## src/rtl/gen_imm_pipe_pkg.sv

```systemverilog
// Shared definitions for the pipelined RV immediate generator.
// Latency: n/a (types and constants only).
// Backpressure: n/a.
package gen_imm_pipe_pkg;

  // Base-ISA major opcodes (instr[6:0])
  localparam logic [6:0] OP_IMM = 7'b0010011;
  localparam logic [6:0] LOAD   = 7'b0000011;
  localparam logic [6:0] JALR   = 7'b1100111;
  localparam logic [6:0] STORE  = 7'b0100011;
  localparam logic [6:0] BRANCH = 7'b1100011;
  localparam logic [6:0] LUI    = 7'b0110111;
  localparam logic [6:0] AUIPC  = 7'b0010111;
  localparam logic [6:0] JAL    = 7'b1101111;
  localparam logic [6:0] OP     = 7'b0110011;

  // Instruction format tag carried with each decoded entry
  typedef enum logic [2:0] {
    FMT_R   = 3'd0,
    FMT_I   = 3'd1,
    FMT_S   = 3'd2,
    FMT_B   = 3'd3,
    FMT_U   = 3'd4,
    FMT_J   = 3'd5,
    FMT_ILL = 3'd7
  } fmt_e;

  // One buffered entry at the widest legal configuration (XLEN=64, 64-bit tag).
  // The top narrows imm/tag to its own XLEN/TAG_W when it stores entries.
  localparam int IMM_W_MAX = 64;
  localparam int TAG_W_MAX = 64;

  typedef struct packed {
    logic [IMM_W_MAX-1:0] imm;
    fmt_e                 fmt;
    logic [TAG_W_MAX-1:0] tag;
  } entry_t;

endpackage

```

## src/rtl/gen_imm_dec.sv

```systemverilog
// Pure combinational RV immediate decoder: instr -> {sign-extended imm, fmt}.
// Latency: 0 cycles. Backpressure: none (stateless).
// Optional: GEN_IMM_SHAMT_EN makes OP_IMM shifts yield a zero-extended shamt.
module gen_imm_dec
  import gen_imm_pipe_pkg::*;
#(
  parameter int XLEN = 32
) (
  input  logic [31:0]     instr_i,
  output logic [XLEN-1:0] imm_o,
  output fmt_e            fmt_o
);

  // Every base-format immediate fits in 32 bits; build it already
  // sign-extended to 32, then widen to XLEN with one signed cast.
  logic [31:0] imm32;

  // Select format and assemble the 32-bit immediate from the opcode.
  always_comb begin
    imm32 = '0;
    fmt_o = FMT_ILL;
    case (instr_i[6:0])
      OP_IMM, LOAD, JALR: begin
        fmt_o = FMT_I;
        imm32 = {{20{instr_i[31]}}, instr_i[31:20]};
`ifdef GEN_IMM_SHAMT_EN
        // funct3 001 (SLLI) or 101 (SRLI/SRAI): shamt only, funct7/funct6 dropped.
        // Upper bits are zero, so the later signed widening leaves it zero-extended.
        if (instr_i[6:0] == OP_IMM && instr_i[13:12] == 2'b01) begin
          imm32 = {26'b0, (XLEN == 64) ? instr_i[25] : 1'b0, instr_i[24:20]};
        end
`endif
      end
      STORE: begin
        fmt_o = FMT_S;
        imm32 = {{20{instr_i[31]}}, instr_i[31:25], instr_i[11:7]};
      end
      BRANCH: begin
        fmt_o = FMT_B;
        imm32 = {{19{instr_i[31]}}, instr_i[31], instr_i[7], instr_i[30:25],
                 instr_i[11:8], 1'b0};
      end
      LUI, AUIPC: begin
        fmt_o = FMT_U;
        imm32 = {instr_i[31:12], 12'b0};
      end
      JAL: begin
        fmt_o = FMT_J;
        imm32 = {{11{instr_i[31]}}, instr_i[31], instr_i[19:12], instr_i[20],
                 instr_i[30:21], 1'b0};
      end
      OP: begin
        fmt_o = FMT_R;
        imm32 = '0;
      end
      default: begin
        fmt_o = FMT_ILL;
        imm32 = '0;
      end
    endcase
  end

  // For XLEN=64 this replicates bit 31 (covers U-type sign extension too).
  assign imm_o = XLEN'($signed(imm32));

endmodule

```

## src/rtl/gen_imm_pipe.sv

```systemverilog
// Pipelined RV immediate generator: decode at push into a 2-entry output FIFO, count illegals.
// Latency: 1 cycle accept->out_valid when empty. Backpressure: registered in_ready drops at 2 entries.
// Optional: GEN_IMM_SHAMT_EN (shift-immediate shamt decode inside gen_imm_dec).
module gen_imm_pipe
  import gen_imm_pipe_pkg::*;
#(
  parameter int XLEN  = 32,
  parameter int TAG_W = 32,
  parameter int CNT_W = 16
) (
  input  logic             clk,
  input  logic             rst,
  input  logic             in_valid,
  output logic             in_ready,
  input  logic [31:0]      in_instr,
  input  logic [TAG_W-1:0] in_tag,
  output logic             out_valid,
  input  logic             out_ready,
  output logic [XLEN-1:0]  out_imm,
  output logic [2:0]       out_fmt,
  output logic [TAG_W-1:0] out_tag,
  output logic [CNT_W-1:0] cnt_ilegal
);

  logic [XLEN-1:0]  dec_imm;
  fmt_e             dec_fmt;
  entry_t           wr_ent;
  entry_t           head;
  logic [XLEN-1:0]  mem_imm_q [2];
  fmt_e             mem_fmt_q [2];
  logic [TAG_W-1:0] mem_tag_q [2];
  logic             rd_ptr_q, wr_ptr_q;
  logic [1:0]       count_q, count_d;
  logic             in_ready_q;
  logic [CNT_W-1:0] cnt_q, cnt_d;
  logic             push, pop;

  gen_imm_dec #(.XLEN(XLEN)) u_dec (
    .instr_i (in_instr),
    .imm_o   (dec_imm),
    .fmt_o   (dec_fmt)
  );

  // in_ready_q always equals (count_q < 2), so a push never overfills.
  assign push = in_valid && in_ready_q;
  assign pop  = (count_q != 2'd0) && out_ready;

  // Pack the decoded instruction into the shared entry layout, widened to the max widths.
  always_comb begin
    wr_ent     = '0;
    wr_ent.imm = IMM_W_MAX'(dec_imm);
    wr_ent.fmt = dec_fmt;
    wr_ent.tag = TAG_W_MAX'(in_tag);
  end

  // Next occupancy and saturating illegal-instruction count.
  always_comb begin
    count_d = count_q;
    case ({push, pop})
      2'b10:   count_d = count_q + 2'd1;
      2'b01:   count_d = count_q - 2'd1;
      default: count_d = count_q;
    endcase
    cnt_d = cnt_q;
    if (push && (dec_fmt == FMT_ILL) && (cnt_q != {CNT_W{1'b1}})) begin
      cnt_d = cnt_q + CNT_W'(1);
    end
  end

  // FIFO storage, pointers, registered in_ready and counter; reset empties everything.
  always_ff @(posedge clk) begin
    if (rst) begin
      mem_imm_q[0] <= '0;
      mem_imm_q[1] <= '0;
      mem_fmt_q[0] <= FMT_R;
      mem_fmt_q[1] <= FMT_R;
      mem_tag_q[0] <= '0;
      mem_tag_q[1] <= '0;
      rd_ptr_q     <= 1'b0;
      wr_ptr_q     <= 1'b0;
      count_q      <= 2'd0;
      in_ready_q   <= 1'b1;
      cnt_q        <= '0;
    end else begin
      if (push) begin
        mem_imm_q[wr_ptr_q] <= wr_ent.imm[XLEN-1:0];
        mem_fmt_q[wr_ptr_q] <= wr_ent.fmt;
        mem_tag_q[wr_ptr_q] <= wr_ent.tag[TAG_W-1:0];
        wr_ptr_q            <= ~wr_ptr_q;
      end
      if (pop) begin
        rd_ptr_q <= ~rd_ptr_q;
      end
      count_q    <= count_d;
      in_ready_q <= (count_d != 2'd2);
      cnt_q      <= cnt_d;
    end
  end

  // Head entry straight from storage: stable while stalled since only pop moves rd_ptr_q.
  always_comb begin
    head     = '0;
    head.imm = IMM_W_MAX'(mem_imm_q[rd_ptr_q]);
    head.fmt = mem_fmt_q[rd_ptr_q];
    head.tag = TAG_W_MAX'(mem_tag_q[rd_ptr_q]);
  end

  assign out_valid  = (count_q != 2'd0);
  assign in_ready   = in_ready_q;
  assign out_imm    = head.imm[XLEN-1:0];
  assign out_fmt    = head.fmt;
  assign out_tag    = head.tag[TAG_W-1:0];
  assign cnt_ilegal = cnt_q;

endmodule

```

## config.mk

```make
export PLATFORM = sky130hd
export DESIGN_NAME = gen_imm_pipe
export DESIGN_NICKNAME = d
export VERILOG_FILES = /design/src/rtl/gen_imm_pipe_pkg.sv /design/src/rtl/gen_imm_dec.sv /design/src/rtl/gen_imm_pipe.sv
export SDC_FILE = /design/constraint.sdc
export NUM_CORES = 1
export LEC_CHECK = 0
export CAP_MARGIN = 10
export CORE_MARGIN = 2
export CORE_UTILIZATION = 46
export CTS_CLUSTER_SIZE = 28
export DETAILED_ROUTE_END_ITERATION = 10
export PLACE_DENSITY_LB_ADDON = 0.3
export SLEW_MARGIN = 40
export SYNTH_ARGS = -nofsm -noshare
export SYNTH_HDL_FRONTEND = slang
export SYNTH_SLANG_ARGS = --single-unit
```

## constraint.sdc

```tcl
create_clock -name clk -period 4.8 [get_ports clk]
set_input_delay 1.2 -clock clk [delete_from_list [all_inputs] [get_ports clk]]
set_output_delay 1.2 -clock clk [all_outputs]
set_load 0.02 [all_outputs]
```

**Cell area per tile**

The die is cut into 13 by 13 equal tiles; white is low, dark blue is high, 0 to 100% covered.
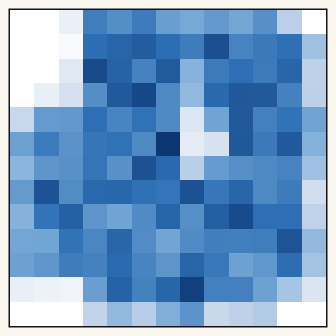
tiles over 75% full: 23%
fullest tile: 97%
nearly empty tiles: 7.7%
mean over tiles: 55%
emptiest ninth of the die: upper left
final core occ: 61.08%
Core Area: 0.01571 mm^2

**Cell placement**

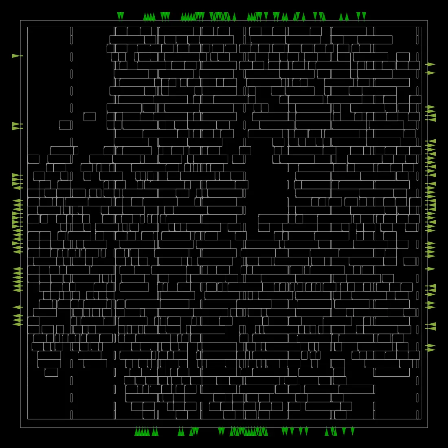
registers: 156
num rows: 46
Non-Filler Instances: 937
flop share of the area: 46.55%
n_taps: 216

**M3 wires**

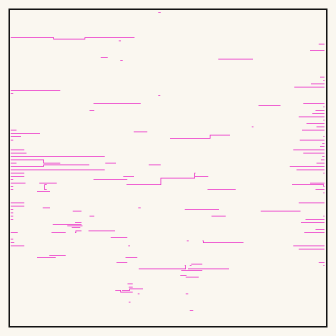
share of all routed wire: 5.4%
longest straight run: 38.4 um
main direction: horizontal
nets with wire on the layer: 105

**I/O pins on the die edge**

Pins as bars across the die edge, other pins in gray.
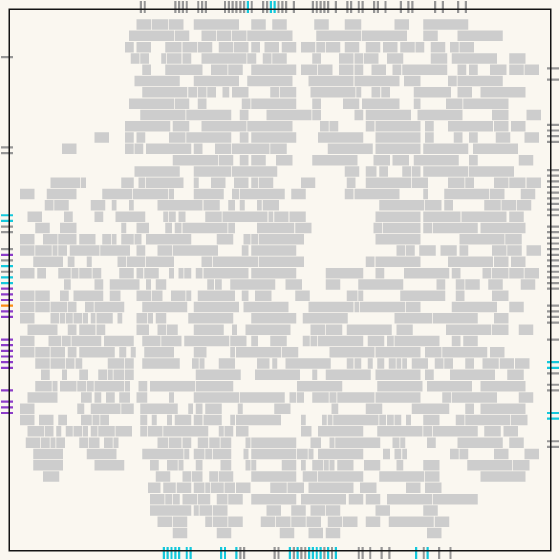
[cyan] in_instr | pins: 32 | direction: input | edge: 20 bottom, 5 left, 4 right, 3 top
[orange] rst | pins: 1 | direction: input | edge: left
[purple] cnt_ilegal | pins: 16 | direction: output | edge: left
PortBufs: 152
die span in x: 130.0 um
Die Ht: 130.0 um

cells in the mapped netlist (2+ instances only):
cell	count	area share [%]
nor3_1	4	0.27
nand3_1	10	0.69
o21ai_0	2	0.14
mux2i_1	2	0.27
xnor2_1	3	0.36
or4_1	2	0.21
and4_1	2	0.24
and2_1	78	6.7
buf_1	6	0.31
ha_1	2	0.34
nand4_1	3	0.26
and3_1	3	0.26
a22oi_1	5	0.51
nor2b_1	15	1.3
inv_1	3	0.15
o31ai_1	2	0.21
dfxtp_1	22	6.0
or3b_2	2	0.24
nand4b_1	2	0.24
a21oi_2	2	0.24
or3_1	3	0.26
nor2_1	37	1.9
a211oi_2	2	0.34
a211oi_1	5	0.51
mux2_2	80	12
buf_2	5	0.34
buf_6	3	0.46
a21oi_1	41	2.8
or2_2	2	0.17
nand2b_1	4	0.34
a21o_1	2	0.21
nand3b_1	2	0.21
clkbuf_1	20	1.0
edfxtp_1	134	55
nor4_1	12	1.0
nand2_1	26	1.3
area by class of cell:
type / count / area (um^2) / share of cell area, %
Sequential cell: 156 / 4468 / 46.55
Multi-Input combinational cell: 371 / 2694 / 28.07
Timing Repair Buffer: 162 / 1622 / 16.89
Clock buffer: 17 / 425.4 / 4.432
Tap cell: 216 / 270.3 / 2.816
Clock inverter: 12 / 107.6 / 1.121
Inverter: 3 / 11.26 / 0.1173
layer usage:
metal	GRT usage, %	vias up	part of all wire (%)
met3	5.084	25	5.4
li1	-	2366	-
met5	0	-	0
met4	7.464	0	1.8
met1	23.55	2368	42
met2	34.68	173	51
kinds of logic (layout without fill, tap and decap cells):
family,Yosys count,after routing
AOI/OAI and AO/OA,69,69
muxes,82,82
xor gates and xnor gates,4,4
buffers and inverters,38,194
and+or+nand+nor,214,214
adders and majority gates,2,2
DFF,156,156
flip-flops by register name, indices dropped and copies added, names as in the netlist, named ones only:
signal / cells
rd_ptr_q: 1
in_ready: 1
mem_fmt_q: 6
mem_tag_q: 64
count_q: 2
cnt_ilegal: 16
mem_imm_q: 64
wr_ptr_q: 1
report_power, final:
group	total, W	internal [W]	switching, W
clock	0.00123	0.000742	0.000486
sequential	0.00176	0.00167	0.0000938
combinational	0.00129	0.000653	0.000638
per-stage QoR:
step	instance area (um^2)	utilization [%]	power (W)
floorplan	7305	-	0.002501
global placement	9021	57.41	0.003051
detailed placement	9065	57.69	0.003093
CTS	9598	61.08	0.004324
global route	9598	61.08	0.004462
finish	9598	61.08	0.004282
worst max path at each step:
stage                                                end  slack (ns)  cells past startpoint
after floorplan            mem_fmt_q[1][0]$_SDFFCE_PN0P_        0.93                      3
after global placement    mem_tag_q[1][29]$_SDFFCE_PN0P_        1.16                      4
after detailed placement  mem_tag_q[1][22]$_SDFFCE_PN0P_        1.19                      5
after CTS                                     out_fmt[1]        1.26                      3
after global routing                         out_imm[12]        1.20                      3
final                                         out_fmt[1]        1.30                      3
critical path, cell delays in order (launching register included):
cell and delay [ns]:
dfxtp_4 0.63, buf_12 0.29, mux2_2 0.37, clkdlybuf4s50_1 0.58
==> deck_impl_summary.md <==
Flow Results at a Glance

GRT
  – Global-route congestion overflow total: 0
  – First-pass GRT wire length: 25440 um
  – Vias in the first global route: 5103
  – Pin count of the biggest net entering global routing: 38
  – Initial antenna violation count: 0
  – Tot GR Track Use: 19.81%

Setup path
  – Reg2reg end: mem_imm_q[0][10]$_SDFFCE_PN0P_
  – Worst setup EP type: primary output
  – CP Class: flop to primary output
  – Critical path startpoint category: flop
  – Arr. time, crit path: 2.30 ns
  – Worst-path maximum fanout: 37
  – Crit path DRT: 3.60 ns
  – Reg2reg path depth: 6
  – R2R Setup Slk: 2.58 ns
  – RR Startpoint: in_ready$_SDFF_PP1_

Synth
  – Unique cell types: 53
  – Post-Synth XOR/XNOR Area: 0.4799%
  – Synth warn: 0
  – Mean Syn Cell Area: 12.92 um^2
  – Yosys chip area: 0.007301 mm^2
  – Post-synthesis adder-cell area fraction: 0.3428%
  – Synth mux share: 12.61%
  – Top logic family: simple AND/OR/NAND/NOR gates
  – Asr flop ratio synth: 0%
  – Yosys reg bits: 156
  – Ys cells: 565
  – Cell count after synthesis: 565
  – Net Count, Synth: 635
  – Post-synth EDFFs: 134
  – Area of the mapped netlist: 0.007301 mm^2
  – Simple Share, Synth: 16.93%
  – Synth Seq Share: 61.15%
  – Compound-Gate Fraction of Synth Area: 6.084%
  – Dominant flop cell: edfxtp_1

Pwr
  – P per Cell Area: 446.2 mW/mm^2
  – Static Leak: 3.420 nW
  – Max IR drop VDD: 0.2622 mV

Timing
  – Minimum clock period: 3.498 ns
  – Fmax: 285.9 MHz
  – Count of final setup violators: 0
  – Fin crit share: 72.88%
  – Worst slew pin tran: 0.8762 ns
  – Final Max Tran Viols: 0
  – Sum of negative setup slack: 0 ns
  – Slew margin rel.: 41.37%
  – Tightest hold margin: 0.5189 ns
  – Clock Skew: 0.006856 ns
  – Fin. Hold Viols: 0
  – Post-route setup slack: 1.302 ns
  – Unrepaired setup endpoints after global routing: false

Clock network
  – Clock buffer depth: 2
  – Clock tree from TritonCTS: built
  – Worst skew pair latency: 0.41 ns
  – Cts repair resizes: 0
  – Hold Buf Count CTS: 0
  – # Post-CTS Setup Buffers: 0
  – CTS Sinks: 156
  – H-tree Lvls: 4
  – TritonCTS Buffers: 17
  – Clock transition at the registers of the reported paths: 0.05 ns
  – Clock root cell: clkbuf_16

Finish
  – Area Overhead vs Synth: 31.47%
  – N_diodes: 0
  – Most frequent logic cell in the layout: clkdlybuf4s50_1
  – Most numerous logic cells after layout: 152 x clkdlybuf4s50_1, 134 x edfxtp_1, 80 x mux2_2
  – Layout Nets: 781
  – Fill count: 1221
  – Share of cells above drive strength 1: 18.59%

Die
  – Ports: 153
  – Pre-Place Util: 46.46%
  – Die Area: 0.01689 mm^2

Route
  – Initial DRT Pass Iterations: 5
  – Drt drc: 0
  – Drt initial violations: 369
  – WL final: 16340 um
  – Antenna Violating Nets Remaining: 0
  – Via count: 4932
  – DR WL/cell: 17.44 um
  – Vias/cell: 5.264

Place
  – DP HPWL: 10950 um
  – Pre-CTS setup slack: 1.185 ns
  – Final GP Congestion: 0.8587
  – Placed Cells incl. Taps: 908

Job
  – Tool Warnings: 26
  – Max-capacitance violation count: 0

Status
  – Outcome: finished clean

Worst hold path
  – Hold path start: rd_ptr_q$_SDFFE_PP0P_
  – Worst hold stages: 2
  – HP Class: flop to flop
Power and IR drop assume default switching activity.
